zoom.png
Region (39, 19) to (64, 44) um. Cells in gray, sequential cells in the stronger gray; small squares are vias.
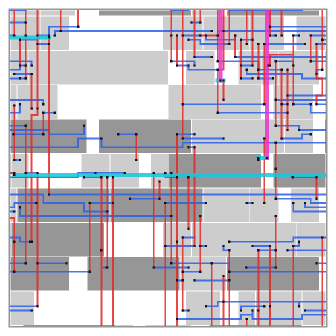
registers.png
Scale: 3 px per um. Other sequential cells in the stronger gray, the rest of the logic in the fainter gray.
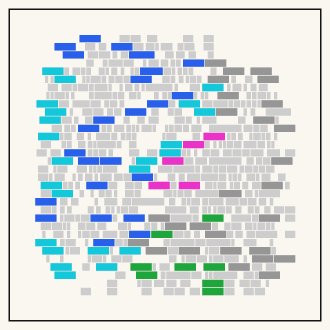
## src/rtl/tex_qspi_responder_pkg.sv

```systemverilog
// Shared constants and types for the texture-ROM QSPI responder.
// Holds the accepted command, FSM state encoding and a nibble helper.
package tex_spi_pkg;

  localparam int          TEX_ADDR_W      = 24;
  localparam logic [7:0]  TEX_CMD_QREAD   = 8'h6B;
  localparam int          TEX_DUMMY_CLKS  = 8;
  localparam int          TEX_SYNC_STAGES = 2;

  typedef enum logic [2:0] {
    ST_IDLE,
    ST_CMD,
    ST_ADDR,
    ST_DUMMY,
    ST_DATA,
    ST_IGNORE
  } spi_state_e;

  // Pick the high or low nibble of a byte.
  function automatic logic [3:0] nib_sel(
    input logic [7:0] b,
    input logic       hi
  );
    return hi ? b[7:4] : b[3:0];
  endfunction

endpackage

```

## src/rtl/tex_qspi_responder_if.sv

```systemverilog
// Backing-memory read port of the texture responder.
// master: addr/req out, data in (valid the cycle after req).
interface tex_mem_if #(
  parameter int AW = 24
);

  logic [AW-1:0] addr;
  logic          req;
  logic [7:0]    data;

  modport master (
    output addr,
    output req,
    input  data
  );

  modport slave (
    input  addr,
    input  req,
    output data
  );

endinterface

```

## src/rtl/tex_qspi_responder_sync.sv

```systemverilog
// Synchroniser for CSb/SCLK/IO0 plus SCLK rise/fall pulse generation.
// Ports: clk, rst, async csb/sclk/io0 in; csb_s, io0_s, sclk_rise/fall out.
module spi_in_sync #(
  parameter int STAGES = 2
) (
  input  logic clk,
  input  logic rst,
  input  logic csb,
  input  logic sclk,
  input  logic io0,
  output logic csb_s,
  output logic io0_s,
  output logic sclk_rise,
  output logic sclk_fall
);

  logic [STAGES-1:0] csb_q;
  logic [STAGES-1:0] sclk_q;
  logic [STAGES-1:0] io0_q;
  logic              sclk_d;

  // CSb chain resets high so nothing is selected out of reset.
  always_ff @(posedge clk) begin
    if (rst) begin
      csb_q  <= '1;
      sclk_q <= '0;
      io0_q  <= '0;
      sclk_d <= 1'b0;
    end else begin
      csb_q  <= {csb_q[STAGES-2:0], csb};
      sclk_q <= {sclk_q[STAGES-2:0], sclk};
      io0_q  <= {io0_q[STAGES-2:0], io0};
      sclk_d <= sclk_q[STAGES-1];
    end
  end

  assign csb_s     = csb_q[STAGES-1];
  assign io0_s     = io0_q[STAGES-1];
  assign sclk_rise = sclk_q[STAGES-1] & ~sclk_d;
  assign sclk_fall = ~sclk_q[STAGES-1] & sclk_d;

endmodule

```

## src/rtl/tex_qspi_responder.sv

```systemverilog
// QSPI quad-output fast-read (0x6B) responder streaming bytes from memory.
// Ports: i_clk/i_reset, SPI csb/sclk/io0 in, io/oe out, mem port, busy, cmd_err.
module tex_qspi_responder
  import tex_spi_pkg::*;
#(
  parameter int         ADDR_W      = TEX_ADDR_W,
  parameter logic [7:0] CMD_QREAD   = TEX_CMD_QREAD,
  parameter int         DUMMY_CLKS  = TEX_DUMMY_CLKS,
  parameter int         SYNC_STAGES = TEX_SYNC_STAGES
) (
  input  logic         i_clk,
  input  logic         i_reset,
  input  logic         i_spi_csb,
  input  logic         i_spi_sclk,
  input  logic         i_spi_io0,
  output logic [3:0]   o_spi_io,
  output logic [3:0]   o_spi_oe,
  tex_mem_if.master    mem,
  output logic         o_busy,
  output logic         o_cmd_err
);

  localparam logic [7:0] DUMMY_LAST = 8'(DUMMY_CLKS);

  logic csb_s;
  logic io0_s;
  logic rise;
  logic fall;

  spi_in_sync #(
    .STAGES (SYNC_STAGES)
  ) u_sync (
    .clk       (i_clk),
    .rst       (i_reset),
    .csb       (i_spi_csb),
    .sclk      (i_spi_sclk),
    .io0       (i_spi_io0),
    .csb_s     (csb_s),
    .io0_s     (io0_s),
    .sclk_rise (rise),
    .sclk_fall (fall)
  );

  spi_state_e        state, state_n;
  logic [4:0]        cnt, cnt_n;
  logic [7:0]        dcnt, dcnt_n;
  logic [23:0]       sh, sh_n;
  logic [3:0]        io_q, io_n;
  logic [3:0]        oe_q, oe_n;
  logic [ADDR_W-1:0] addr_q, addr_n;
  logic              req_q, req_n;
  logic              err_q, err_n;
  logic              nib_lo, nib_lo_n;
  logic              req_d;
  logic [7:0]        pf_q;
  logic [23:0]       sh_in;
  logic [7:0]        byte_src;

  assign sh_in = {sh[22:0], io0_s};

  // Bypass the prefetch register on the capture cycle so a drive
  // edge landing right on it still sees the fresh byte.
  assign byte_src = req_d ? mem.data : pf_q;

  always_ff @(posedge i_clk) begin
    if (i_reset) begin
      state  <= ST_IDLE;
      cnt    <= '0;
      dcnt   <= '0;
      sh     <= '0;
      io_q   <= '0;
      oe_q   <= '0;
      addr_q <= '0;
      req_q  <= 1'b0;
      err_q  <= 1'b0;
      nib_lo <= 1'b0;
    end else begin
      state  <= state_n;
      cnt    <= cnt_n;
      dcnt   <= dcnt_n;
      sh     <= sh_n;
      io_q   <= io_n;
      oe_q   <= oe_n;
      addr_q <= addr_n;
      req_q  <= req_n;
      err_q  <= err_n;
      nib_lo <= nib_lo_n;
    end
  end

  // Prefetch: memory answers one cycle after the strobe.
  always_ff @(posedge i_clk) begin
    if (i_reset) begin
      req_d <= 1'b0;
      pf_q  <= '0;
    end else begin
      req_d <= req_q;
      if (req_d) begin
        pf_q <= mem.data;
      end
    end
  end

  always_comb begin
    state_n  = state;
    cnt_n    = cnt;
    dcnt_n   = dcnt;
    sh_n     = sh;
    io_n     = io_q;
    oe_n     = oe_q;
    addr_n   = addr_q;
    req_n    = 1'b0;
    err_n    = 1'b0;
    nib_lo_n = nib_lo;
    if (csb_s) begin
      // Deselect wins over any SCLK edge seen the same cycle.
      state_n  = ST_IDLE;
      cnt_n    = '0;
      dcnt_n   = '0;
      nib_lo_n = 1'b0;
      oe_n     = '0;
      io_n     = '0;
    end else begin
      unique case (state)
        ST_IDLE: begin
          state_n = ST_CMD;
          cnt_n   = '0;
        end
        ST_CMD: begin
          if (rise) begin
            sh_n  = sh_in;
            cnt_n = cnt + 5'd1;
            if (cnt == 5'd7) begin
              cnt_n = '0;
              if (sh_in[7:0] == CMD_QREAD) begin
                state_n = ST_ADDR;
              end else begin
                err_n   = 1'b1;
                state_n = ST_IGNORE;
              end
            end
          end
        end
        ST_ADDR: begin
          if (rise) begin
            sh_n  = sh_in;
            cnt_n = cnt + 5'd1;
            if (cnt == 5'd23) begin
              cnt_n   = '0;
              dcnt_n  = '0;
              addr_n  = sh_in[ADDR_W-1:0];
              req_n   = 1'b1;
              state_n = ST_DUMMY;
            end
          end
        end
        ST_DUMMY: begin
          if (fall && dcnt == DUMMY_LAST) begin
            oe_n     = 4'hF;
            io_n     = nib_sel(byte_src, 1'b1);
            nib_lo_n = 1'b1;
            state_n  = ST_DATA;
          end else if (rise && dcnt != DUMMY_LAST) begin
            dcnt_n = dcnt + 8'd1;
          end
        end
        ST_DATA: begin
          if (fall) begin
            if (nib_lo) begin
              io_n     = nib_sel(byte_src, 1'b0);
              addr_n   = addr_q + ADDR_W'(1);
              req_n    = 1'b1;
              nib_lo_n = 1'b0;
            end else begin
              io_n     = nib_sel(byte_src, 1'b1);
              nib_lo_n = 1'b1;
            end
          end
        end
        ST_IGNORE: begin
          oe_n = '0;
        end
        default: begin
          state_n = ST_IDLE;
        end
      endcase
    end
  end

  assign o_spi_io  = io_q;
  assign o_spi_oe  = oe_q;
  assign mem.addr  = addr_q;
  assign mem.req   = req_q;
  assign o_cmd_err = err_q;
  assign o_busy    = (state == ST_ADDR) ||
                     (state == ST_DUMMY) ||
                     (state == ST_DATA);

endmodule

```

## src/flat_wrapper.sv

```systemverilog
// flat-port wrapper written by rule: the top's interface ports become plain ports
module tex_qspi_responder_flat import tex_spi_pkg::*;
#(
  parameter int         ADDR_W      = TEX_ADDR_W,
  parameter logic [7:0] CMD_QREAD   = TEX_CMD_QREAD,
  parameter int         DUMMY_CLKS  = TEX_DUMMY_CLKS,
  parameter int         SYNC_STAGES = TEX_SYNC_STAGES
)
  (i_clk, i_reset, i_spi_csb, i_spi_sclk, i_spi_io0, o_spi_io, o_spi_oe, o_busy, o_cmd_err, mem_addr, mem_req, mem_data);
  tex_mem_if #(.AW(24)) mem_i ();
  input  logic i_clk;
  input  logic i_reset;
  input  logic i_spi_csb;
  input  logic i_spi_sclk;
  input  logic i_spi_io0;
  output logic [3:0] o_spi_io;
  output logic [3:0] o_spi_oe;
  output logic o_busy;
  output logic o_cmd_err;
  output wire logic [$bits(mem_i.addr)-1:0] mem_addr;
  output wire logic [$bits(mem_i.req)-1:0] mem_req;
  input wire logic [$bits(mem_i.data)-1:0] mem_data;
  assign mem_addr = mem_i.addr;
  assign mem_req = mem_i.req;
  assign mem_i.data = mem_data;
  tex_qspi_responder #(.ADDR_W(ADDR_W), .CMD_QREAD(CMD_QREAD), .DUMMY_CLKS(DUMMY_CLKS), .SYNC_STAGES(SYNC_STAGES)) u_core (.i_clk(i_clk), .i_reset(i_reset), .i_spi_csb(i_spi_csb), .i_spi_sclk(i_spi_sclk), .i_spi_io0(i_spi_io0), .o_spi_io(o_spi_io), .o_spi_oe(o_spi_oe), .mem(mem_i), .o_busy(o_busy), .o_cmd_err(o_cmd_err));
endmodule
```

## config.mk

```make
export PLATFORM = sky130hd
export DESIGN_NAME = tex_qspi_responder_flat
export DESIGN_NICKNAME = d
export VERILOG_FILES = /design/src/rtl/tex_qspi_responder_pkg.sv /design/src/rtl/tex_qspi_responder_if.sv /design/src/rtl/tex_qspi_responder_sync.sv /design/src/rtl/tex_qspi_responder.sv /design/src/flat_wrapper.sv
export SDC_FILE = /design/constraint.sdc
export NUM_CORES = 1
export LEC_CHECK = 0
export CORE_MARGIN = 8
export CORE_UTILIZATION = 56
export CTS_CLUSTER_SIZE = 40
export DETAILED_ROUTE_END_ITERATION = 8
export PLACE_DENSITY_LB_ADDON = 0.25
export SYNTH_ARGS = -nofsm -noshare
export SYNTH_HDL_FRONTEND = slang
export SYNTH_SLANG_ARGS = --single-unit
```

## constraint.sdc

```tcl
create_clock -name i_clk -period 1.9 [get_ports i_clk]
set_input_delay 0.285 -clock i_clk [delete_from_list [all_inputs] [get_ports i_clk]]
set_output_delay 0.285 -clock i_clk [all_outputs]
set_load 0.02 [all_outputs]
```

==> results.toml <==
# synthesis and place-and-route metrics
[global_route]
grtUsageTotal_pct = 20.4
grt_max_degree = 45
overflow = 0

[yosys]
fa_ha_area_share_pct = 1.17
synth_cell_types = 69
ys_ff = 87
yosys_area_um2 = 4270
netlist_area_um2 = 4270
syn-num-nets = 494
yosysWarnings = 0
aoi_share_pct = 17.4

[final_timing]
hold_violations = 0
rsz0062_at_grt = "true"
worst_pin_slew_ns = 0.537
period_used_pct = 96.4
drv_slew = 0

[cells_and_area]
logic_area_um2 = 2400
fin_cells = 646
mostFrequentLayoutCells = "84 x dfxtp_1, 62 x nor2_1, 45 x clkdlybuf4s50_1"

[place]
post-place-cells = 631

[cts]
clkTransAtPathRegs_ns = 0.08

[routing]
postRouteAntennaNets = 0
wire_per_inst_um = 15.8

[worst_setup_path]
crit_path_max_incr_delay_ns = 0.55
worstPathArrival_ns = 2.11
cp_cell_sequence = "ha_4 -> and4_4 -> nand3_4 -> or4_4 -> o31ai_2 -> o2bb2ai_1"
cp-startpoint = "u_core.mem.addr[1]"

[floorplanning]
core_um2 = 7570
die.size.y_um = 103
fp_util_pct = 56.5
fp.dieW_um = 103

[outcome]
outcome = "completed"

[worst_hold_path]
min_to = "u_core.pf_q[6]"
Notes on zoom.png above:
magenta -> met4
red -> met2
cyan -> met3
blue -> met1
cells with their middle in the window = 42
netlist names of flops here include = u_core.mem.addr (2), u_core.u_sync.io0_q (2), u_core.u_sync.sclk_q (2)
sequential cells in the window = 10
most frequent = dfxtp_1 (10), nor2b_1 (5)

Notes on registers.png above:
magenta -> u_core.cnt  # flops 5, where center
cyan -> u_core.sh  # flops 23
blue -> u_core.mem.addr  # flops 24
green -> u_core.pf_q  # flops 8, where bottom center

==> per-layer routing <==
| layer | track usage, % | up-vias | wire length [um] |
|---|---|---|---|
| met2 | 34.6 | 66 | 5090 |
| li1 | - | 1859 | - |
| met4 | 11.3 | 0 | 217 |
| met1 | 24.1 | 1834 | 4530 |
| met5 | 0 | - | 0 |
| met3 | 3.08 | 18 | 370 |
==> report_power, final <==
group	total [mW]	switching (mW)	internal [mW]	leakage (nW)
logic	0.0949	0.0510	0.0440	0.908
clock network	1.49	0.627	0.866	0.113
registers	1.83	0.00564	1.83	0.704
==> cell usage after synthesis (all sizes together) (7+ instances only) <==
master	count	area share [%]
nand2b	9	1.3
o21ai	18	2.1
clkbuf	13	1.1
o31ai	7	1.3
nor2b	10	1.5
o2bb2ai	7	1.4
nand2	38	3.4
buf	19	3.0
nand4	7	1.0
nor3	8	0.94
a211oi	11	1.9
mux2i	35	8.2
nor2	63	5.5
a21oi	32	3.7
dfxtp	87	41
nand3	21	2.8
==> what timing repair did <==
item                                    CTS  global route
gates resized                             2            16
endpoints found under the setup margin    1            26
pin swaps                                 0             3
==> kinds of logic after synthesis <==
family / count (synthesis)
simple gates: 196
flops: 87
xor+xnor: 5
compound gates: 107
fa+ha+maj: 4
mux: 40
buf+inv: 38
==> worst max-delay path: cells and delay by family (launching register included) <==
kind                       cells  cell delay, ns
adders and majority gates      1            0.13
DFF                            1            0.38
and+or+nand+nor                3            0.92
AOI/OAI and AO/OA              2            0.33
==> flip-flops by register name, indices dropped and copies added (netlist names) <==
signal                count
u_core.sh                23
u_core.u_sync.sclk_d      1
u_core.u_sync.io0_q       2
u_core.cnt                5
u_core.u_sync.csb_q       2
u_core.nib_lo             1
u_core.mem.addr          24
u_core.o_cmd_err          1
u_core.state              3
u_core.o_spi_oe           1
u_core.u_sync.sclk_q      2
u_core.pf_q               8
u_core.o_spi_io           4
u_core.req_d              1
u_core.dcnt               8
u_core.mem.req            1
==> metrics by stage <==
stage	cell area [um2]	hold slack (ns)	power, mW	utilization, %
final	5310	0.250	3.42	70.2
after global routing	5310	0.246	3.53	70.2
after CTS	5250	0.243	3.44	69.3
after detailed placement	5020	0.402	1.97	66.4
after global placement	5020	0.406	1.97	66.4
after floorplan	4280	0.389	1.93	-
==> how the worst max path moves through the flow <==
stage	endpoint	slack, ns	cells after the start
final	u_core.mem.addr[20]	0.07	6
after global routing	u_core.mem.addr[20]	-0.006	6
after CTS	u_core.mem.addr[20]	0.01	6
after detailed placement	u_core.mem.addr[20]	0.04	6
after global placement	u_core.mem.addr[20]	0.13	6
after floorplan	u_core.mem.addr[20]	0.05	6
==> cell type report <==
cell class / instances / share of cell area [%]
timing repair buffer: 84 / 14.8
clock inverter: 4 / 1.79
clock buffer: 11 / 2.47
sequential: 87 / 32.9
tap: 102 / 2.40
inverter: 6 / 0.424
multi-input combinational: 352 / 45.1
Power and IR drop assume default switching activity.
